`src/rtl/soc_bus_interconnect.sv`:
```
// soc_bus_interconnect: single-master, multi-slave memory-bus interconnect.
// A master request is latched in IDLE, decoded against per-slave base/mask
// pairs, forwarded to the matching slave as a held one-hot strobe, and
// answered with a registered one-cycle memory_ack (qualified by bus_error).
// Unmapped addresses are answered directly with ERROR_DATA.
// Optional feature macro: INTERCONNECT_TIMEOUT_EN -- when defined, an ACCESS
// that sees no slave_ack for TIMEOUT_CYCLES cycles is aborted with bus_error.
// Note: the port named 'reset' is an asynchronous, active-low reset.

module soc_bus_interconnect #(
  parameter int NUM_SLAVES     = 4,
  parameter int ADDR_WIDTH     = 32,
  parameter int DATA_WIDTH     = 32,
  parameter logic [NUM_SLAVES*ADDR_WIDTH-1:0] SLAVE_BASE =
    {32'h30000000, 32'h20000000, 32'h10000000, 32'h00000000},
  parameter logic [NUM_SLAVES*ADDR_WIDTH-1:0] SLAVE_MASK =
    {32'hFFFFFF00, 32'hFFFFFF00, 32'hFFFFFF00, 32'hFFFFF000},
  parameter int TIMEOUT_CYCLES = 255,
  parameter logic [DATA_WIDTH-1:0] ERROR_DATA = 32'hDEADBEEF
) (
  input  logic                             clk,
  input  logic                             reset,
  input  logic                             memory_read,
  input  logic                             memory_write,
  input  logic [ADDR_WIDTH-1:0]            address,
  input  logic [DATA_WIDTH-1:0]            write_data,
  output logic [DATA_WIDTH-1:0]            read_data,
  output logic                             memory_ack,
  output logic                             bus_error,
  output logic [NUM_SLAVES-1:0]            slave_read,
  output logic [NUM_SLAVES-1:0]            slave_write,
  output logic [ADDR_WIDTH-1:0]            slave_address,
  output logic [DATA_WIDTH-1:0]            slave_write_data,
  input  logic [NUM_SLAVES*DATA_WIDTH-1:0] slave_read_data,
  input  logic [NUM_SLAVES-1:0]            slave_ack
);

  localparam int SEL_W = (NUM_SLAVES > 1) ? $clog2(NUM_SLAVES) : 1;

  // Reject configurations the decode/select logic cannot represent.
  if (NUM_SLAVES < 1 || NUM_SLAVES > 8 || TIMEOUT_CYCLES < 1 || TIMEOUT_CYCLES > 65535) begin : g_bad_params
    $error("soc_bus_interconnect: parameter out of range");
  end

  typedef enum logic [1:0] {
    IDLE    = 2'd0,
    ACCESS  = 2'd1,
    RESPOND = 2'd2
  } state_t;

  state_t                  state_q, state_d;
  logic [SEL_W-1:0]        sel_q, sel_d;
  logic                    is_write_q, is_write_d;
  logic                    error_q, error_d;
  logic [ADDR_WIDTH-1:0]   addr_q, addr_d;
  logic [DATA_WIDTH-1:0]   wdata_q, wdata_d;
  logic [DATA_WIDTH-1:0]   rdata_q, rdata_d;

`ifdef INTERCONNECT_TIMEOUT_EN
  localparam int CNT_W = 16;
  logic [CNT_W-1:0]        cnt_q, cnt_d;
`endif

  logic                    hit;
  logic [SEL_W-1:0]        hit_idx;
  logic                    ack_sel;
  logic [DATA_WIDTH-1:0]   rdata_sel;
  logic [NUM_SLAVES-1:0]   sel_onehot;

  // Address decode; scanning from the top down lets the lowest match win.
  always_comb begin
    hit     = 1'b0;
    hit_idx = '0;
    for (int i = NUM_SLAVES - 1; i >= 0; i--) begin
      if ((address & SLAVE_MASK[i*ADDR_WIDTH +: ADDR_WIDTH]) ==
          SLAVE_BASE[i*ADDR_WIDTH +: ADDR_WIDTH]) begin
        hit     = 1'b1;
        hit_idx = SEL_W'(i);
      end
    end
  end

  // Select ack, read data and strobe position of the latched slave only.
  always_comb begin
    ack_sel    = 1'b0;
    rdata_sel  = '0;
    sel_onehot = '0;
    for (int i = 0; i < NUM_SLAVES; i++) begin
      if (SEL_W'(i) == sel_q) begin
        ack_sel       = slave_ack[i];
        rdata_sel     = slave_read_data[i*DATA_WIDTH +: DATA_WIDTH];
        sel_onehot[i] = 1'b1;
      end
    end
  end

  // Next-state and datapath updates for the IDLE/ACCESS/RESPOND sequence.
  always_comb begin
    state_d    = state_q;
    sel_d      = sel_q;
    is_write_d = is_write_q;
    error_d    = error_q;
    addr_d     = addr_q;
    wdata_d    = wdata_q;
    rdata_d    = rdata_q;
`ifdef INTERCONNECT_TIMEOUT_EN
    cnt_d      = cnt_q;
`endif
    case (state_q)
      IDLE: begin
        if (memory_read || memory_write) begin
          addr_d     = address;
          wdata_d    = write_data;
          is_write_d = memory_write;
          if (hit) begin
            sel_d   = hit_idx;
            error_d = 1'b0;
            state_d = ACCESS;
`ifdef INTERCONNECT_TIMEOUT_EN
            cnt_d   = '0;
`endif
          end else begin
            error_d = 1'b1;
            rdata_d = ERROR_DATA;
            state_d = RESPOND;
          end
        end
      end
      ACCESS: begin
        if (ack_sel) begin
          if (!is_write_q) begin
            rdata_d = rdata_sel;
          end
          error_d = 1'b0;
          state_d = RESPOND;
        end
`ifdef INTERCONNECT_TIMEOUT_EN
        else begin
          cnt_d = cnt_q + 1'b1;
          if (cnt_q == CNT_W'(TIMEOUT_CYCLES - 1)) begin
            error_d = 1'b1;
            rdata_d = ERROR_DATA;
            state_d = RESPOND;
          end
        end
`endif
      end
      RESPOND: begin
        state_d = IDLE;
      end
      default: begin
        state_d = IDLE;
      end
    endcase
  end

  // State and datapath registers with asynchronous active-low clear.
  always_ff @(posedge clk or negedge reset) begin
    if (!reset) begin
      state_q    <= IDLE;
      sel_q      <= '0;
      is_write_q <= 1'b0;
      error_q    <= 1'b0;
      addr_q     <= '0;
      wdata_q    <= '0;
      rdata_q    <= '0;
`ifdef INTERCONNECT_TIMEOUT_EN
      cnt_q      <= '0;
`endif
    end else begin
      state_q    <= state_d;
      sel_q      <= sel_d;
      is_write_q <= is_write_d;
      error_q    <= error_d;
      addr_q     <= addr_d;
      wdata_q    <= wdata_d;
      rdata_q    <= rdata_d;
`ifdef INTERCONNECT_TIMEOUT_EN
      cnt_q      <= cnt_d;
`endif
    end
  end

  // Outputs derive from registered state so strobes drop the moment reset hits.
  always_comb begin
    slave_read  = '0;
    slave_write = '0;
    if (state_q == ACCESS) begin
      if (is_write_q) begin
        slave_write = sel_onehot;
      end else begin
        slave_read = sel_onehot;
      end
    end
    memory_ack       = (state_q == RESPOND);
    bus_error        = (state_q == RESPOND) && error_q;
    read_data        = rdata_q;
    slave_address    = addr_q;
    slave_write_data = wdata_q;
  end

endmodule

```
`config.mk`:
```
export PLATFORM = sky130hd
export DESIGN_NAME = soc_bus_interconnect
export DESIGN_NICKNAME = d
export VERILOG_FILES = /design/src/rtl/soc_bus_interconnect.sv
export SDC_FILE = /design/constraint.sdc
export NUM_CORES = 1
export LEC_CHECK = 0
export ABC_AREA = 1
export CAP_MARGIN = 5
export CORE_MARGIN = 4
export CORE_UTILIZATION = 34
export CTS_BUF_LIST = sky130_fd_sc_hd__clkbuf_4 sky130_fd_sc_hd__clkbuf_8
export CTS_CLUSTER_DIAMETER = 30
export DETAILED_ROUTE_END_ITERATION = 6
export GPL_TIMING_DRIVEN = 0
export HOLD_SLACK_MARGIN = 0.1
export PLACE_DENSITY = 0.88
export RECOVER_POWER = 100
export SETUP_SLACK_MARGIN = 0.5
export SLEW_MARGIN = 30
export SYNTH_ARGS = -nofsm -noshare
export SYNTH_HDL_FRONTEND = slang
export SYNTH_SLANG_ARGS = --single-unit
```
`constraint.sdc`:
```
create_clock -name clk -period 1.5 [get_ports clk]
set_input_delay 0.3 -clock clk [delete_from_list [all_inputs] [get_ports clk]]
set_output_delay 0.3 -clock clk [all_outputs]
set_load 0.02 [all_outputs]
```
M4 wires:
Bar = 50 um.
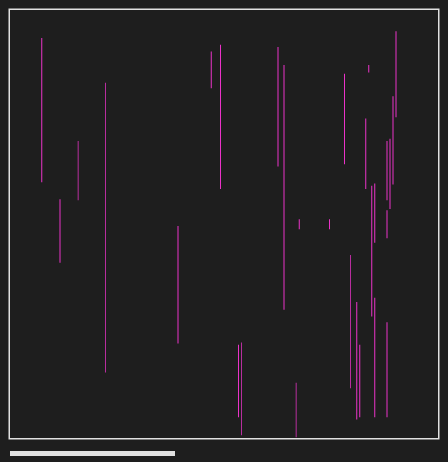
wire length on this layer: 808 um
longest straight run: 87.7 um
nets with wire on the layer: 26
share of all routed wire: 3.2%
main direction: vertical
DRT Wirelength: 25.3 mm
via count: 6,681

Pin map:
Pins as bars across the die edge, other pins in gray.
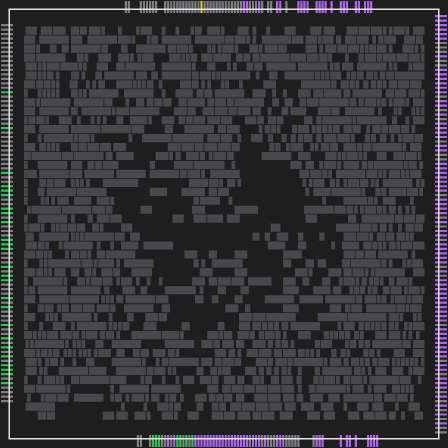
legend:
  slave_read_data:
    color: purple
    pins: 128
    direction: input
    edge: 68 right, 38 bottom, 22 top
  memory_read:
    color: yellow
    pins: 1
    direction: input
    edge: top
  slave_address:
    color: green
    pins: 32
    direction: output
    edge: 25 left, 7 bottom
height of the die: 130 um
chip width: 130 um

The clock network:
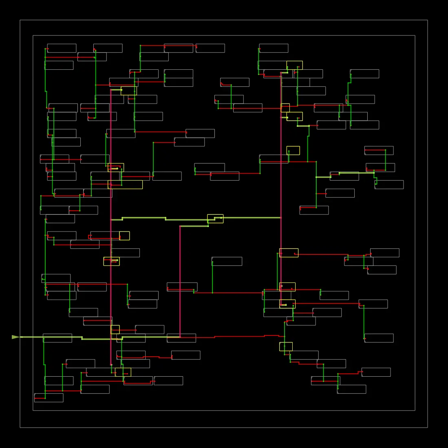
Clk power: 0.00198 W
clkbuf count: 9
clk_skew: 14.0 ps
Flops: 102

==> results_slide.txt <==
Key Metrics from the Run

Finish
  – Top Layout Cells: nand2_1 (253), clkdlybuf4s50_1 (198), clkbuf_1 (98), dfrtp_1 (98), buf_4 (96)
  – Share of cells above drive strength 1: 0.333
  – Logic share of the area: 0.295
  – Inverters: 17
  – Non-clock buffer contribution to total cell area: 0.403
  – Top cell category: non-clock buffers
  – Seq/total area: 0.250
  – Commonest Layout Cell: nand2_1
  – Filler instances: between 1,000 and 1,500
  – Comb gates: between 500 and 600
  – Final Non-Filler Cells: 1,339
  – Signal buffers: approximately 470

Timing
  – Max-slew violation total from the final report: 0
  – Unrepaired setup endpoints after global routing: yes
  – Final worst-path setup slack: -418 ps
  – Final Hold Violating Endpoints: 0
  – Fmax: 521 MHz
  – Worst-Margin Slew: between 1000 and 1500 ps
  – Fin crit period: approximately 1900 ps
  – Count of final setup violators: ~110
  – Setup TNS: -24,920 ps
  – Fin crit share: 1.28
  – WHS: 55.0 ps

Power
  – Sw Ratio: 0.365
  – Flop pwr share: 0.381
  – P per Cell Area: slightly below 900 nW/um^2
  – Power Internal: 0.00576 W
  – Logic gate share of total power: 0.401
  – Net Sw Power: 0.00331 W
  – Clock power share: 0.218
  – Tot Pwr: about 0.0091 W
  – Leakage power: 4.82 nW

GRT
  – GRT busiest layer: met2
  – M1 GR Usage: 0.279
  – Met2 usage in global routing: 0.478
  – First-pass GRT wire length: between 30 and 40 mm
  – Global route overflow: 0
  – GR Layer Usage met3: 0.0737
  – Total Routing Usage GR: 0.259
  – Largest net degree at the start of global routing: 67

Worst setup path
  – WP depth: 13
  – CP endpoint kind: register
  – Arr. time, crit path: around 2200 ps
  – Worst-path fanout max: 5
  – Max incr delay on CP: 460 ps
  – Flop2flop setup slack: -420 ps
  – Worst r2r src: sel_q[0]
  – CP Cell Sequence: buf_6 > inv_4 > nor2_4 > buf_6 > buf_6 > buf_12 > clkbuf_16 > nand2_1 > nand2_1 > a21oi_1 > nand3_1 > nand3_1 > nand2_1
  – Startpoint Class: register
  – Reg-to-Reg End: read_data[3]
  – Buf/Inv on CP: 6
  – Slowest cell on crit path: dfrtp_2
  – R2R cell count: 13

Logic synthesis
  – Count of cell types in the netlist: 22
  – Most frequent cell after synthesis: nand2_1
  – Main logic family: simple AND/OR/NAND/NOR gates
  – Synth Flop Type: dfrtp_1
  – Yosys stat area: slightly above 5000 sq um
  – Top cells by count: nand2_1 (377), dfrtp_1 (102), nand3_1 (64), a21oi_1 (33), nor2_1 (28)
  – Async S/R FF share, synth: 1.00
  – Yosys cell count: ~700
  – #FFs+latches synth: 102
  – Yosys aoi share: 0.0610
  – Syn Inst Count: about 700
  – Top-area cell type share of the netlist area: 0.504
  – Synth warn: 0
  – Xor+xnor area frac: 0
  – Mux share: 0
  – Yosys simple share: 0.395
  – Adder share: 0

Job
  – Tool warning count: 31

Clock network
  – Num CTS Buffers: 9
  – CTS root buffer: clkbuf_8
  – TritonCTS clock tree: yes
  – Clock Sinks: just over 100
  – Post-CTS sizing: ~750
  – CTS clk-pin slew, worst paths: ~120 ps
  – Insertion delay to the later sink of the worst-skew pair: 400 ps
  – H-Tree Depth: 3
  – Bufs on Longest Clock Path: 2
  – Post-CTS setup repair buffer count: 70

Outcome
  – Failing checks: setup timing
  – Status: finished, violations left

Place
  – IO buf count: 305
  – GP Congestion: between 0.9 and 1
  – # placed instances: ~1,200
  – DP Worst Slack: -908 ps
  – DP Area: slightly below 9000 sq um

Floorplan
  – # rows: 44
  – IO Count: about 300
  – Initial Util: 0.347
  – Core area: 14,600 sq um
  – Tap Count: about 180

Routing
  – Starting DRC count in detailed routing: around 310
  – DRC: 0
  – Routed wire length per instance: between 15 and 20 um
  – Met3 routed wirelength: around 2.5 mm
  – ANT nets after route: 0
  – WL met1: roughly 9 mm
  – Top layer in use: met5
  – Met2 WL: 13.2 mm
  – Vias/cell: about 5.0
  – First drt pass iteration count: 5

Min path
  – Hold/Removal Path Class: input port to asynchronous set/reset pin
Power figures rest on the tool's default switching activity, not on a simulated workload.
